--- config.mk ---
export PLATFORM = sky130hd
export DESIGN_NAME = galpal_fuse_loader_flat
export DESIGN_NICKNAME = d
export VERILOG_FILES = /design/src/rtl/galpal_pkg.sv /design/src/rtl/galpal_fuse_loader_if.sv /design/src/rtl/galpal_csum16.sv /design/src/rtl/galpal_fuse_loader.sv /design/src/flat_wrapper.sv
export SDC_FILE = /design/constraint.sdc
export NUM_CORES = 1
export LEC_CHECK = 0
export CORE_MARGIN = 4
export CORE_UTILIZATION = 49
export DETAILED_ROUTE_END_ITERATION = 12
export PLACE_DENSITY_LB_ADDON = 0.25
export SYNTH_ARGS = -nofsm -noshare
export SYNTH_HDL_FRONTEND = slang
export SYNTH_SLANG_ARGS = --single-unit
export TNS_END_PERCENT = 10
--- constraint.sdc ---
create_clock -name clk -period 3.09 [get_ports clk]
set_input_delay 0.4635 -clock clk [delete_from_list [all_inputs] [get_ports clk]]
set_output_delay 0.4635 -clock clk [all_outputs]
set_load 0.01 [all_outputs]
--- src/rtl/galpal_pkg.sv ---
`default_nettype none
// +-----------------------------------------------------------------------------+
// | Module  : galpal_pkg                                                        |
// | Brief   : Shared 16R8 PAL geometry, checksum width and loader state codes.  |
// | Revision: 1.0                                                               |
// +-----------------------------------------------------------------------------+
package galpal_pkg;

   localparam int GAL16R8_ROWS = 64;
   localparam int GAL16R8_COLS = 32;
   localparam int CSUM_W       = 16;

   localparam int c_ST_W = 3;
   typedef logic [c_ST_W-1:0] state_t;

   localparam logic [2:0] c_ST_IDLE  = 3'd0;
   localparam logic [2:0] c_ST_LOAD  = 3'd1;
   localparam logic [2:0] c_ST_WRITE = 3'd2;
   localparam logic [2:0] c_ST_CHECK = 3'd3;
   localparam logic [2:0] c_ST_DONE  = 3'd4;

endpackage
`default_nettype wire

--- src/rtl/galpal_fuse_loader_if.sv ---
`default_nettype none
// +-----------------------------------------------------------------------------+
// | Module  : galpal_fuse_loader_if                                             |
// | Brief   : Fuse byte stream plus row-write port of the PAL fuse loader.      |
// | Revision: 1.0                                                               |
// +-----------------------------------------------------------------------------+
interface galpal_fuse_loader_if #(
   parameter int ROWS = 64,
   parameter int COLS = 32
);
   localparam int RW = $clog2(ROWS);

   logic [7:0]      s_data;
   logic            s_valid;
   logic            s_ready;
   logic            wr_en;
   logic [RW-1:0]   wr_row;
   logic [COLS-1:0] wr_data;

   // master: host/ROM side that sources bytes and observes row writes
   modport master (output s_data, s_valid, input s_ready, wr_en, wr_row, wr_data);
   modport slave  (input s_data, s_valid, output s_ready, wr_en, wr_row, wr_data);

endinterface
`default_nettype wire

--- src/rtl/galpal_csum16.sv ---
`default_nettype none
// +-----------------------------------------------------------------------------+
// | Module  : galpal_csum16                                                     |
// | Brief   : Byte accumulator mod 2^CSUM_W with synchronous clear.             |
// | Revision: 1.0                                                               |
// +-----------------------------------------------------------------------------+
module galpal_csum16
   import galpal_pkg::*;
(
   input  wire                clk,
   input  wire                rst,
   input  wire                i_clr,
   input  wire                i_add_en,
   input  wire  [7:0]         i_data,
   output logic [CSUM_W-1:0]  o_sum
);

   logic [CSUM_W-1:0] r_sum;

   always_ff @(posedge clk or posedge rst) begin
      if (rst) begin
         r_sum <= '0;
      end else if (i_clr) begin
         r_sum <= '0;
      end else if (i_add_en) begin
         r_sum <= r_sum + {{(CSUM_W-8){1'b0}}, i_data};
      end
   end

   assign o_sum = r_sum;

endmodule
`default_nettype wire

--- src/rtl/galpal_fuse_loader.sv ---
`default_nettype none
// +-----------------------------------------------------------------------------+
// | Module  : galpal_fuse_loader                                                |
// | Brief   : Packs a JEDEC fuse byte stream into PAL rows, checksums it and    |
// |           gates the PAL output enable until a clean map is loaded.          |
// | Revision: 1.0                                                               |
// +-----------------------------------------------------------------------------+
module galpal_fuse_loader
   import galpal_pkg::*;
#(
   parameter int ROWS = GAL16R8_ROWS,
   parameter int COLS = GAL16R8_COLS
)(
   input  wire                       clk,
   input  wire                       rst,
   input  wire                       start,
   input  wire                       abort,
   galpal_fuse_loader_if.slave       bus,
   input  wire  [CSUM_W-1:0]         exp_csum,
   output logic                      pal_oe_n,
   output logic                      busy,
   output logic                      done,
   output logic [CSUM_W-1:0]         csum,
   output logic                      csum_err
);

   localparam int RW  = $clog2(ROWS);
   localparam int BPR = COLS / 8;
   localparam int BW  = (BPR > 1) ? $clog2(BPR) : 1;
   localparam logic [BW-1:0] c_LAST_BYTE = BW'(BPR - 1);
   localparam logic [RW-1:0] c_LAST_ROW  = RW'(ROWS - 1);

   state_t          r_state;
   state_t          w_next;
   logic [RW-1:0]   r_row;
   logic [BW-1:0]   r_byte;
   logic            r_s_ready;
   logic            r_wr_en;
   logic [RW-1:0]   r_wr_row;
   logic [COLS-1:0] r_wr_data;
   logic            r_pal_oe_n;
   logic            r_busy;
   logic            r_done;
   logic            r_csum_err;
   logic            w_err_next;

   // s_ready is only ever high in LOAD, so it doubles as the state qualifier
   wire w_accept    = bus.s_valid && r_s_ready && !abort;
   wire w_start     = start && !abort && ((r_state == c_ST_IDLE) || (r_state == c_ST_DONE));
   wire w_last_byte = (r_byte == c_LAST_BYTE);

   always_comb begin
      w_next = r_state;
      case (r_state)
         c_ST_IDLE,
         c_ST_DONE:  if (start) w_next = c_ST_LOAD;
         c_ST_LOAD:  if (w_accept && w_last_byte) w_next = c_ST_WRITE;
         c_ST_WRITE: w_next = (r_row == c_LAST_ROW) ? c_ST_CHECK : c_ST_LOAD;
         c_ST_CHECK: w_next = c_ST_DONE;
         default:    w_next = c_ST_IDLE;
      endcase
      if (abort) w_next = c_ST_IDLE;
   end

   always_comb begin
      w_err_next = r_csum_err;
      if (w_start) begin
         w_err_next = 1'b0;
      end else if (r_state == c_ST_CHECK) begin
         w_err_next = (csum != exp_csum);
      end
   end

   // Outputs are registered from the next state so they line up with it
   always_ff @(posedge clk or posedge rst) begin
      if (rst) begin
         r_state    <= c_ST_IDLE;
         r_row      <= '0;
         r_byte     <= '0;
         r_s_ready  <= 1'b0;
         r_wr_en    <= 1'b0;
         r_wr_row   <= '0;
         r_wr_data  <= '0;
         r_pal_oe_n <= 1'b1;
         r_busy     <= 1'b0;
         r_done     <= 1'b0;
         r_csum_err <= 1'b0;
      end else begin
         r_state    <= w_next;
         r_s_ready  <= (w_next == c_ST_LOAD);
         r_wr_en    <= (w_next == c_ST_WRITE);
         r_busy     <= (w_next == c_ST_LOAD) || (w_next == c_ST_WRITE) || (w_next == c_ST_CHECK);
         r_done     <= (w_next == c_ST_DONE);
         r_pal_oe_n <= !((w_next == c_ST_DONE) && !w_err_next);
         r_csum_err <= w_err_next;

         if (w_start) begin
            r_row  <= '0;
            r_byte <= '0;
         end
         if (w_accept) begin
            r_wr_data[{r_byte, 3'b000} +: 8] <= bus.s_data;
            r_byte <= w_last_byte ? '0 : r_byte + 1'b1;
         end
         if ((r_state == c_ST_WRITE) && (w_next == c_ST_LOAD)) begin
            r_row <= r_row + 1'b1;
         end
         if (w_next == c_ST_WRITE) begin
            r_wr_row <= r_row;
         end
      end
   end

   galpal_csum16 u_csum (
      .clk      (clk),
      .rst      (rst),
      .i_clr    (w_start),
      .i_add_en (w_accept),
      .i_data   (bus.s_data),
      .o_sum    (csum)
   );

   assign bus.s_ready = r_s_ready;
   assign bus.wr_en   = r_wr_en;
   assign bus.wr_row  = r_wr_row;
   assign bus.wr_data = r_wr_data;
   assign pal_oe_n    = r_pal_oe_n;
   assign busy        = r_busy;
   assign done        = r_done;
   assign csum_err    = r_csum_err;

endmodule
`default_nettype wire

--- src/flat_wrapper.sv ---
// flat-port wrapper written by rule: the top's interface ports become plain ports
module galpal_fuse_loader_flat import galpal_pkg::*;
#(
   parameter int ROWS = GAL16R8_ROWS,
   parameter int COLS = GAL16R8_COLS
)
  (clk, rst, start, abort, exp_csum, pal_oe_n, busy, done, csum, csum_err, bus_s_data, bus_s_valid, bus_s_ready, bus_wr_en, bus_wr_row, bus_wr_data);
  galpal_fuse_loader_if #(.ROWS(ROWS), .COLS(COLS)) bus_i ();
  input  wire clk;
  input  wire rst;
  input  wire start;
  input  wire abort;
  input  wire  [CSUM_W-1:0] exp_csum;
  output logic pal_oe_n;
  output logic busy;
  output logic done;
  output logic [CSUM_W-1:0] csum;
  output logic csum_err;
  input wire logic [$bits(bus_i.s_data)-1:0] bus_s_data;
  input wire logic [$bits(bus_i.s_valid)-1:0] bus_s_valid;
  output wire logic [$bits(bus_i.s_ready)-1:0] bus_s_ready;
  output wire logic [$bits(bus_i.wr_en)-1:0] bus_wr_en;
  output wire logic [$bits(bus_i.wr_row)-1:0] bus_wr_row;
  output wire logic [$bits(bus_i.wr_data)-1:0] bus_wr_data;
  assign bus_i.s_data = bus_s_data;
  assign bus_i.s_valid = bus_s_valid;
  assign bus_s_ready = bus_i.s_ready;
  assign bus_wr_en = bus_i.wr_en;
  assign bus_wr_row = bus_i.wr_row;
  assign bus_wr_data = bus_i.wr_data;
  galpal_fuse_loader #(.ROWS(ROWS), .COLS(COLS)) u_core (.clk(clk), .rst(rst), .start(start), .abort(abort), .bus(bus_i), .exp_csum(exp_csum), .pal_oe_n(pal_oe_n), .busy(busy), .done(done), .csum(csum), .csum_err(csum_err));
endmodule
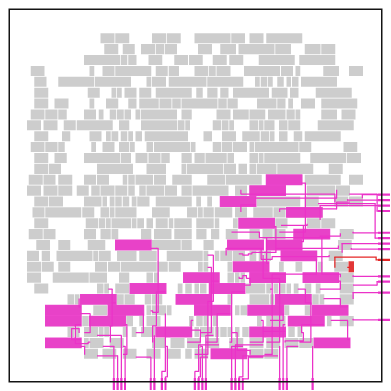
(images/io_fan.png)
Drawn at 4 px/um.
legend:
  bus_wr_data:
    color: magenta
    direction: output
    edge: 20 bottom, 12 right
    end_cells: 32
    buffers: 32
    wire: 936 um
  rst:
    color: red
    direction: input
    edge: right
    end_cells: 1
    buffers: 1
    wire: 15.0 um

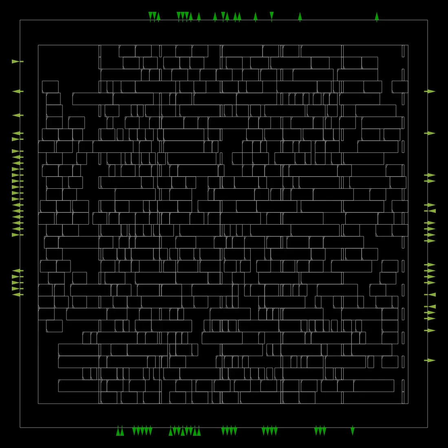
(images/placement.png)
Placement Rows: 30
Finished Core Util: 70.05%
fill cell count: 530
Seq/total area: 36.95%
core area: 0.006869 mm^2

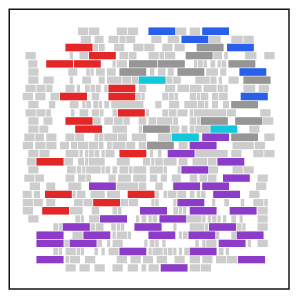
(images/flops_by_reg.png)
Drawn at 3 px/um. Other sequential cells in the stronger gray, the rest of the logic in the fainter gray.
legend:
  u_core.r_state:
    color: cyan
    flops: 3
  u_core.bus.wr_data:
    color: purple
    flops: 32
  u_core.u_csum.o_sum:
    color: red
    flops: 16
  u_core.bus.wr_row:
    color: blue
    flops: 6
    where: top right

==> summary.txt <==
Here are the numbers from the latest Yosys + OpenROAD run.

The number of max-capacitance violations reported is 0. The worst ir drop on vdd came out at ~0.31 mV. The static leakage came out at approximately 2.1 nW. The maximum count of clock buffers along a single path is 2. The relative max-transition margin came out at approximately two fifths. The count of clock-net buffers in the final layout is 10.

The power report attributes to the clock group a share of about a third. The count of warnings emitted by yosys is 0. The cell count in the Yosys report is between 300 and 400. Per the detail_route report, routed wire per instance is ~16 um. The most common logic cell in the routed design is sky130_fd_sc_hd__clkdlybuf4s50_1. The met3 layer wire length in the routed design came out at approximately 450 um. The beginning of the critical path is bus_s_data[4].

The DRC violation count after routing came out at 0. The average instance in the mapped netlist occupies 10.29 um^2. Nets still carrying antenna violations after routing amount to 0. The signed area change from the synthesized netlist to the final layout is 36.72%. In the layout the commonest cells are sky130_fd_sc_hd__clkdlybuf4s50_1, sky130_fd_sc_hd__dfrtp_1, sky130_fd_sc_hd__nand2_1.

The clock-pin transition on the worst setup and hold timing paths is around 0.080 ns. The number of endpoints failing setup at the final stage is 0. The met3 track demand over resource in global routing is 4.224%. Ranked by total area, the top cell class in this layout is registers. The worst register-to-register path begins at u_core.r_byte[0]. The multi-input combinational cells in the finished layout cover a total of 0.001670 mm^2. The combinational power came out at between 0.0006 and 0.0007 W. Per STA, the worst path is made up of clkdlybuf4s50_1 > ha_1 > nand2_1 > a2111oi_2 > nor2_1 > or3_1 > a21oi_1.

In the hold report, the worst path ends at u_core.bus.wr_data[22]. The routed length on met1 came out at about 4100 um. The final net count is slightly below 500. The number of cells on the worst reg-to-reg path is 6. In this run the most used layer during global routing was met2.

The multi-input logic portion of the cell area came out at 34.71%. The post-place instance area came out at 0.004559 mm^2. The register cell area after layout is approximately 0.0018 mm^2. The count of distinct cell types in the synthesized netlist came out at 45. The maximum cell stage delay along the critical path came out at about 0.55 ns. The clock H-tree reported by CTS has 3 levels.

The number of clock buffers inserted by TritonCTS came out at 9. The multi-input combinational gate total came out at roughly 260. The die outline width came out at about 90 um. The remaining global-route overflow came out at 0. The flip-flop count of the largest register, all copies and words added is 32. The total of buffers placed on input and output ports came out at about 88. The number of well taps came out at roughly 96. The initial antenna violation count is 0. In the final timing run, aggregate negative setup slack is 0 ns. The worst path needs ~2.5 ns of the cycle, external delays included.

The number of synthesized flops with an enable pin is 0. The required arrival time at the worst endpoint is between 3 and 4 ns. The fraction of synthesis flops using an asynchronous set or reset pin came out at 100.0%. The placer's final routability congestion estimate came out at 0.8960. The placed instance count is between 500 and 600. The number of logged tool warnings is 30. TritonCTS built the clock tree. The post-synthesis net count is between 300 and 400. The power per cell area is ~550 mW/mm^2. The root buffer selected by CTS is sky130_fd_sc_hd__clkbuf_8.

The power drawn by the clock network came out at approximately 0.00093 W. The prevailing post-synth register cell is sky130_fd_sc_hd__dfrtp_1. The routed via count divided by cell count came out at 5.438. The post-layout instance count excluding filler cells is between 500 and 600. For this design the top-level I/O count stands at 89.

The buffer count from post-CTS setup fixing came out at 0. Yosys reports that the most numerous cell types are sky130_fd_sc_hd__dfrtp_1, sky130_fd_sc_hd__nand2_1, sky130_fd_sc_hd__o21ai_0, sky130_fd_sc_hd__xnor2_1, sky130_fd_sc_hd__a22o_1. On met1, the global router reports a usage of slightly above 30%. The run finished with clean final reports. For this run, the chip area from Yosys synthesis comes to between 0.003 and 0.004 mm^2. For flop-to-flop paths, the worst setup slack is roughly 0.84 ns. Entering global routing, the biggest net connects 30 pins. The number of max-slew violations in the final report came out at 0. The number of global-route vias before repair is between 2,000 and 3,000. The number of logic inverters in the finished layout came out at 6.

The met2 global-route usage is around a third. Synthesis inferred ~71 register bits. The post-route total power came out at 0.002649 W. The vias after detailed routing came out at a little under 3,000.

For reference, the critical path is captured by u_core.u_csum.o_sum[11]. The highest metal layer with signal wires is met4. The biggest fanout along the worst timing path came out at 6. The main area contributors are sky130_fd_sc_hd__dfrtp_1, sky130_fd_sc_hd__nand2_1, sky130_fd_sc_hd__ha_1.

On the critical path the largest part of the delay comes from AND-OR/OR-AND gates. The CTS sink count came out at 71. Data on the critical path arrives at its endpoint at ~2.8 ns. Setup repair after global routing left no endpoint under its margin.

The kind of critical path is input pin to register. The count of endpoints failing hold in the final timing report is 0. The post-synthesis share of cell area spent on full adders, half adders and majority gates is 5.546%. The area of the mapped netlist came out at about 0.0035 mm^2. Walking the critical path from launch to capture passes 7 cell instances. The clock latency at the later pin of the worst-skew pair is around 0.34 ns. In this run, the synthesized area fraction spent on AND-OR/OR-AND gates is recorded as between 10 and 15%. The total iterations of the first detailed-routing run is 4. The peak clock frequency supported by timing came out at approximately 400 MHz.

Yosys instantiated no cell more often than sky130_fd_sc_hd__dfrtp_1. The fraction of layout instances using a drive strength above 1 is under 10%. In this run the vertical extent of the chip is between 90 and 100 um.

For reference, simple AND, OR, NAND and NOR cells occupy around 18% of the area reported after synthesis. The path class of the lowest-slack min-delay path is register to register. The internal power summed over all cells is roughly 0.0019 W.

The worst-path cell with the longest stage delay is sky130_fd_sc_hd__clkdlybuf4s50_1. Per the breakdown, switching nets consume around 28% of all power.
Power is estimated from default activity; no workload was simulated.
